File: src/rtl/cpu_step_4_pkg.sv
// Shared types and constants for the memory-access stage of the CPU pipeline.
package cpu_pkg;
   localparam int DEFAULT_WIDTH = 32;

   // Write-back mux select encoding.
   localparam logic WB_SEL_ALU = 1'b1;
   localparam logic WB_SEL_MEM = 1'b0;

   typedef enum logic {
      IDLE,
      ACCESS
   } mem_state_e;
endpackage

File: src/rtl/cpu_step_4_if.sv
// Data-memory request/ready bus between the memory stage and the data memory.
interface cpu_step_4_if #(
   parameter int WIDTH = cpu_pkg::DEFAULT_WIDTH
) ();
   logic             mem_req;
   logic             mem_we;
   logic [WIDTH-1:0] mem_addr;
   logic [WIDTH-1:0] mem_wdata;
   logic             mem_ready;
   logic [WIDTH-1:0] mem_rdata;

   modport master (
      output mem_req, mem_we, mem_addr, mem_wdata,
      input  mem_ready, mem_rdata
   );

   modport slave (
      input  mem_req, mem_we, mem_addr, mem_wdata,
      output mem_ready, mem_rdata
   );
endinterface

File: src/rtl/cpu_step_4_mem_fsm.sv
// Handshake FSM: tracks the outstanding memory transaction, drives req/we and the stall.
module cpu_step_4_mem_fsm
   import cpu_pkg::*;
(
   input  logic clk,
   input  logic rst,
   input  logic in_valid,
   input  logic mem_read,
   input  logic mem_write,
   input  logic mem_ready,
   output logic accept,
   output logic done,
   output logic pass,
   output logic mem_req,
   output logic mem_we,
   output logic stall
);
   mem_state_e state, next_state;
   logic       we_q;
   logic       stall_c;

   always_ff @(posedge clk or posedge rst) begin
      if (rst) begin
         state <= IDLE;
         we_q  <= 1'b0;
      end else begin
         state <= next_state;
         if (accept) we_q <= mem_write;
      end
   end

   always_comb begin
      next_state = state;
      accept     = 1'b0;
      done       = 1'b0;
      pass       = 1'b0;
      stall_c    = 1'b0;
      case (state)
         IDLE: begin
            // mem_ready is deliberately ignored here
            if (in_valid && (mem_read || mem_write)) begin
               accept     = 1'b1;
               stall_c    = 1'b1;
               next_state = ACCESS;
            end else if (in_valid) begin
               pass = 1'b1;
            end
         end
         ACCESS: begin
            stall_c = !mem_ready;
            if (mem_ready) begin
               done       = 1'b1;
               next_state = IDLE;
            end
         end
         default: next_state = IDLE;
      endcase
   end

   assign mem_req = (state == ACCESS);
   assign mem_we  = mem_req && we_q;
   // Stall must vanish the instant reset asserts, even with a memory op still on the inputs.
   assign stall   = stall_c && !rst;
endmodule

File: src/rtl/cpu_step_4.sv
// Memory-access stage: request registers, data-memory handshake and step-5 pipeline registers.
module cpu_step_4
   import cpu_pkg::*;
#(
   parameter int WIDTH = DEFAULT_WIDTH,
   localparam int ADDR_WIDTH = $clog2(WIDTH)
) (
   input  logic                  clk,
   input  logic                  rst,
   input  logic                  in_valid_step_4,
   input  logic [WIDTH-1:0]      out_alu_step_4,
   input  logic [WIDTH-1:0]      store_data_step_4,
   input  logic [ADDR_WIDTH-1:0] rd_step_4,
   input  logic                  control_mem_read,
   input  logic                  control_mem_write,
   input  logic                  control_reg_write,
   input  logic                  control_wb_sel_step_4,
   cpu_step_4_if.master          mem,
   output logic                  stall_step_4,
   output logic                  valid_step_5,
   output logic [WIDTH-1:0]      out_alu_step_5,
   output logic [WIDTH-1:0]      out_memory_step_5,
   output logic [ADDR_WIDTH-1:0] rd_step_5,
   output logic                  reg_write_step_5,
   output logic                  control_mux_for_write_back
);
   logic                  accept, done, pass;
   logic                  req, we;
   logic [WIDTH-1:0]      addr_q, wdata_q;
   logic [ADDR_WIDTH-1:0] rd_q;
   logic                  reg_write_q, wb_sel_q, load_q;

   cpu_step_4_mem_fsm u_fsm (
      .clk       (clk),
      .rst       (rst),
      .in_valid  (in_valid_step_4),
      .mem_read  (control_mem_read),
      .mem_write (control_mem_write),
      .mem_ready (mem.mem_ready),
      .accept    (accept),
      .done      (done),
      .pass      (pass),
      .mem_req   (req),
      .mem_we    (we),
      .stall     (stall_step_4)
   );

   assign mem.mem_req   = req;
   assign mem.mem_we    = we;
   assign mem.mem_addr  = addr_q;
   assign mem.mem_wdata = wdata_q;

   // Request registers; the ALU result doubles as the effective address.
   always_ff @(posedge clk or posedge rst) begin
      if (rst) begin
         addr_q      <= '0;
         wdata_q     <= '0;
         rd_q        <= '0;
         reg_write_q <= 1'b0;
         wb_sel_q    <= 1'b0;
         load_q      <= 1'b0;
      end else if (accept) begin
         addr_q      <= out_alu_step_4;
         wdata_q     <= store_data_step_4;
         rd_q        <= rd_step_4;
         reg_write_q <= control_reg_write;
         wb_sel_q    <= control_wb_sel_step_4;
         load_q      <= control_mem_read && !control_mem_write;
      end
   end

   always_ff @(posedge clk or posedge rst) begin
      if (rst) begin
         valid_step_5               <= 1'b0;
         out_alu_step_5             <= '0;
         out_memory_step_5          <= '0;
         rd_step_5                  <= '0;
         reg_write_step_5           <= 1'b0;
         control_mux_for_write_back <= 1'b0;
      end else if (pass) begin
         valid_step_5               <= 1'b1;
         out_alu_step_5             <= out_alu_step_4;
         out_memory_step_5          <= '0;
         rd_step_5                  <= rd_step_4;
         reg_write_step_5           <= control_reg_write;
         control_mux_for_write_back <= control_wb_sel_step_4;
      end else if (done) begin
         valid_step_5               <= 1'b1;
         out_alu_step_5             <= addr_q;
         out_memory_step_5          <= load_q ? mem.mem_rdata : '0;
         rd_step_5                  <= rd_q;
         reg_write_step_5           <= reg_write_q;
         control_mux_for_write_back <= wb_sel_q;
      end else begin
         // Bubble: data registers keep stale values, but nothing may write back.
         valid_step_5     <= 1'b0;
         reg_write_step_5 <= 1'b0;
      end
   end
endmodule
File: src/flat_wrapper.sv
// flat-port wrapper written by rule: the top's interface ports become plain ports
module cpu_step_4_flat import cpu_pkg::*;
#(
   parameter int WIDTH = DEFAULT_WIDTH,
   localparam int ADDR_WIDTH = $clog2(WIDTH)
)
  (clk, rst, in_valid_step_4, out_alu_step_4, store_data_step_4, rd_step_4, control_mem_read, control_mem_write, control_reg_write, control_wb_sel_step_4, stall_step_4, valid_step_5, out_alu_step_5, out_memory_step_5, rd_step_5, reg_write_step_5, control_mux_for_write_back, mem_mem_req, mem_mem_we, mem_mem_addr, mem_mem_wdata, mem_mem_ready, mem_mem_rdata);
  cpu_step_4_if #(.WIDTH(WIDTH)) mem_i ();
  input  logic clk;
  input  logic rst;
  input  logic in_valid_step_4;
  input  logic [WIDTH-1:0] out_alu_step_4;
  input  logic [WIDTH-1:0] store_data_step_4;
  input  logic [ADDR_WIDTH-1:0] rd_step_4;
  input  logic control_mem_read;
  input  logic control_mem_write;
  input  logic control_reg_write;
  input  logic control_wb_sel_step_4;
  output logic stall_step_4;
  output logic valid_step_5;
  output logic [WIDTH-1:0] out_alu_step_5;
  output logic [WIDTH-1:0] out_memory_step_5;
  output logic [ADDR_WIDTH-1:0] rd_step_5;
  output logic reg_write_step_5;
  output logic control_mux_for_write_back;
  output wire logic [$bits(mem_i.mem_req)-1:0] mem_mem_req;
  output wire logic [$bits(mem_i.mem_we)-1:0] mem_mem_we;
  output wire logic [$bits(mem_i.mem_addr)-1:0] mem_mem_addr;
  output wire logic [$bits(mem_i.mem_wdata)-1:0] mem_mem_wdata;
  input wire logic [$bits(mem_i.mem_ready)-1:0] mem_mem_ready;
  input wire logic [$bits(mem_i.mem_rdata)-1:0] mem_mem_rdata;
  assign mem_mem_req = mem_i.mem_req;
  assign mem_mem_we = mem_i.mem_we;
  assign mem_mem_addr = mem_i.mem_addr;
  assign mem_mem_wdata = mem_i.mem_wdata;
  assign mem_i.mem_ready = mem_mem_ready;
  assign mem_i.mem_rdata = mem_mem_rdata;
  cpu_step_4 #(.WIDTH(WIDTH)) u_core (.clk(clk), .rst(rst), .in_valid_step_4(in_valid_step_4), .out_alu_step_4(out_alu_step_4), .store_data_step_4(store_data_step_4), .rd_step_4(rd_step_4), .control_mem_read(control_mem_read), .control_mem_write(control_mem_write), .control_reg_write(control_reg_write), .control_wb_sel_step_4(control_wb_sel_step_4), .mem(mem_i), .stall_step_4(stall_step_4), .valid_step_5(valid_step_5), .out_alu_step_5(out_alu_step_5), .out_memory_step_5(out_memory_step_5), .rd_step_5(rd_step_5), .reg_write_step_5(reg_write_step_5), .control_mux_for_write_back(control_mux_for_write_back));
endmodule
File: config.mk
export PLATFORM = sky130hd
export DESIGN_NAME = cpu_step_4_flat
export DESIGN_NICKNAME = d
export VERILOG_FILES = /design/src/rtl/cpu_step_4_pkg.sv /design/src/rtl/cpu_step_4_if.sv /design/src/rtl/cpu_step_4_mem_fsm.sv /design/src/rtl/cpu_step_4.sv /design/src/flat_wrapper.sv
export SDC_FILE = /design/constraint.sdc
export NUM_CORES = 1
export LEC_CHECK = 0
export ABC_CLOCK_PERIOD_IN_PS = 10800
export CORE_MARGIN = 3
export CORE_UTILIZATION = 45
export CTS_CLUSTER_DIAMETER = 40
export CTS_CLUSTER_SIZE = 14
export DETAILED_ROUTE_END_ITERATION = 6
export PLACE_DENSITY = 0.95
export SLEW_MARGIN = 20
export SYNTH_ARGS = -nofsm -noshare
export SYNTH_HDL_FRONTEND = slang
export SYNTH_SLANG_ARGS = --single-unit
File: constraint.sdc
create_clock -name clk -period 10.8 [get_ports clk]
set_clock_uncertainty 0.05 [all_clocks]
set_input_delay 2.16 -clock clk [delete_from_list [all_inputs] [get_ports clk]]
set_output_delay 2.16 -clock clk [all_outputs]
set_load 0.05 [all_outputs]
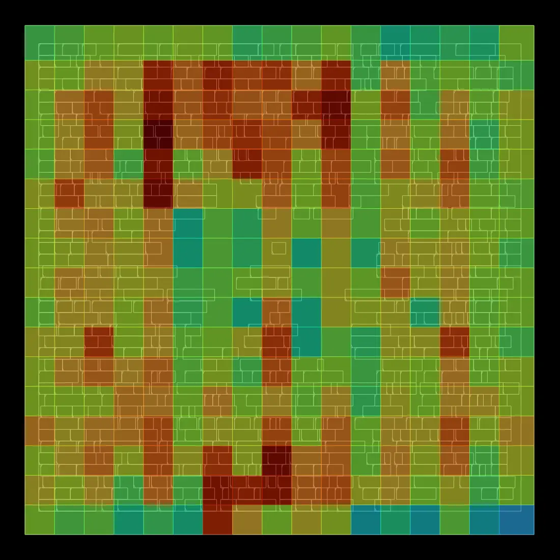
final_congestion.png
drt wl/cell: 19.5 um
Top Usage Layer GRT: met2

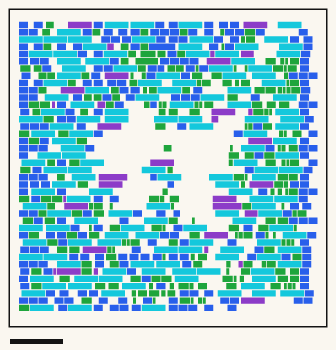
cell_classes.png
The bar under the picture is 20 um long.
colour	class	cells
purple	clock drivers and dummy loads	32
blue	other buffers and delay cells	253
cyan	flip-flops	146
green	all other logic	235

==> run_results.csv <==
group,metric,value,unit
run_status,status,"finished clean",
placement,post-place-ws,4240,ps
yosys,async_flop_share,100,%
floorplanning,floorplan.core_util,46.6,%
sta,setup_slack,4250,ps
global_routing,grtUsageMet3,9.23,%
drt,drtPass1Iterations,6,
worst_setup_path,critical_path.cell_chain,"clkdlybuf4s50_1 > nor2b_2 > o21ai_4 > buf_4 > a21oi_1 > clkdlybuf4s50_1",
placement,place_area,8310,sq um
drt,wl_met1,6.13,mm
sta,setup_viol,0,
floorplanning,chipArea,14000,sq um
power_and_ir_drop,top_power_group,"combinational logic",
floorplanning,rows,40,
worst_setup_path,reg2reg_to,"u_core.mem.mem_addr[6]",
placement,place_congestion,0.801,
sta,fmax,153,MHz
yosys,ys_sh_aoi,9.23,%
worst_setup_path,slowest_stage,"clkdlybuf4s50_1",
hold_path,hp-start,"u_core.out_memory_step_5[7]",
worst_setup_path,critPathCaptureType,"output pin",
clock_tree,root_buffer,"clkbuf_16",
sta,setup_tns,0,ps
layout,fin_nets,762,
power_and_ir_drop,powerClk,0.000567,W
clock_tree,cts_resized,0,
layout,flops,146,
worst_setup_path,critical_path_peak_fanout,33,
yosys,synth_seq_share,64.1,%
layout,largestClassByArea,"sequential cells",
yosys,logic_family,"multiplexers",
yosys,synth_top_flop_cell,"dfrtp_1",
power_and_ir_drop,power_density,271,nW/um^2
global_routing,antenna_found_initial,0,
yosys,top_area_cell,"dfrtp_1",
yosys,yosys_warnings,0,
layout,comb.multi_input.count,233,
floorplanning,die_w,119,um
power_and_ir_drop,intPower,0.00142,W
clock_tree,ctsLongestPathBuffers,2,
clock_tree,cts_made_buffers,17,
floorplanning,io_pins,248,
yosys,ys.flops,146,
placement,place_hpwl,11.4,mm
layout,most-common-layout-cells,"247 x clkdlybuf4s50_1, 146 x dfrtp_1, 71 x mux2_2, 40 x nand2_1, 38 x mux2i_1",
layout,sh_seq_area,41.0,%
yosys,top_area_share,64.1,%
layout,logic_area,1930,sq um
floorplanning,core_area,12200,sq um
worst_setup_path,crit_path_start_kind,"primary input",
worst_setup_path,crit_path_start,"in_valid_step_4",
yosys,syn_nets,516,
clock_tree,clock_latency,410,ps
yosys,common_cells,"146 x dfrtp_1, 71 x mux2_2, 41 x nand2_1, 38 x mux2i_1, 36 x o21ai_0",
yosys,ys_cells,407,
power_and_ir_drop,clockPowerShare,23.4,%
drt,drc_errors,0,
layout,fin_util,73.0,%
drt,vias,4365,
yosys,synth_area_per_cell,14.0,sq um
power_and_ir_drop,combPwrFrac,43.9,%
sta,finalCriticalPeriod,6550,ps
yosys,ys_types,20,
drt,totalWireLength,16.2,mm
worst_setup_path,cp_top_family,"buffers and inverters",
drt,drt_iter0_markers,231,
worst_setup_path,crit_cells,6,
global_routing,first_global_vias,4893,
drt,ant_nets,0,
floorplanning,fp.dieH,119,um
global_routing,grt_max_degree,79,
global_routing,use_met1,26.3,%
power_and_ir_drop,p_sw_share,41.1,%
yosys,ys_sh_mux,20.7,%
floorplanning,tapCellCount,168,
clock_tree,postCtsSetupBuffers,0,
global_routing,use_met2,38.9,%
layout,buffers,253,
worst_setup_path,r2r_cells,3,
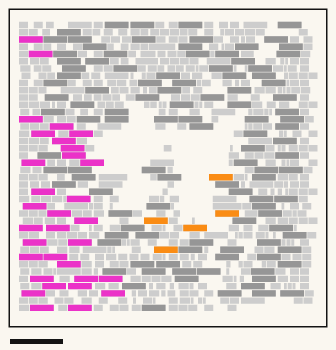
registers.png
The bar under the picture is 20 um long. Other sequential cells in the stronger grey, the rest of the logic in the fainter grey.
colour	name in the netlist	sequential cells
magenta	u_core.mem.mem_wdata	32
orange	u_core.rd_q	5

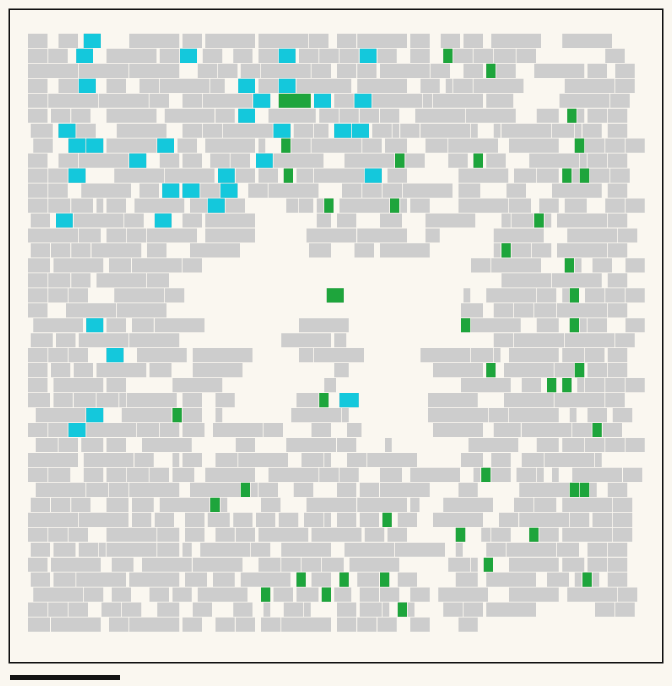
gate_families.png
The bar under the picture is 20 um long.
colour	family	cells
cyan	AND-OR and OR-AND gates	35
green	inverting AOI/OAI gates	43

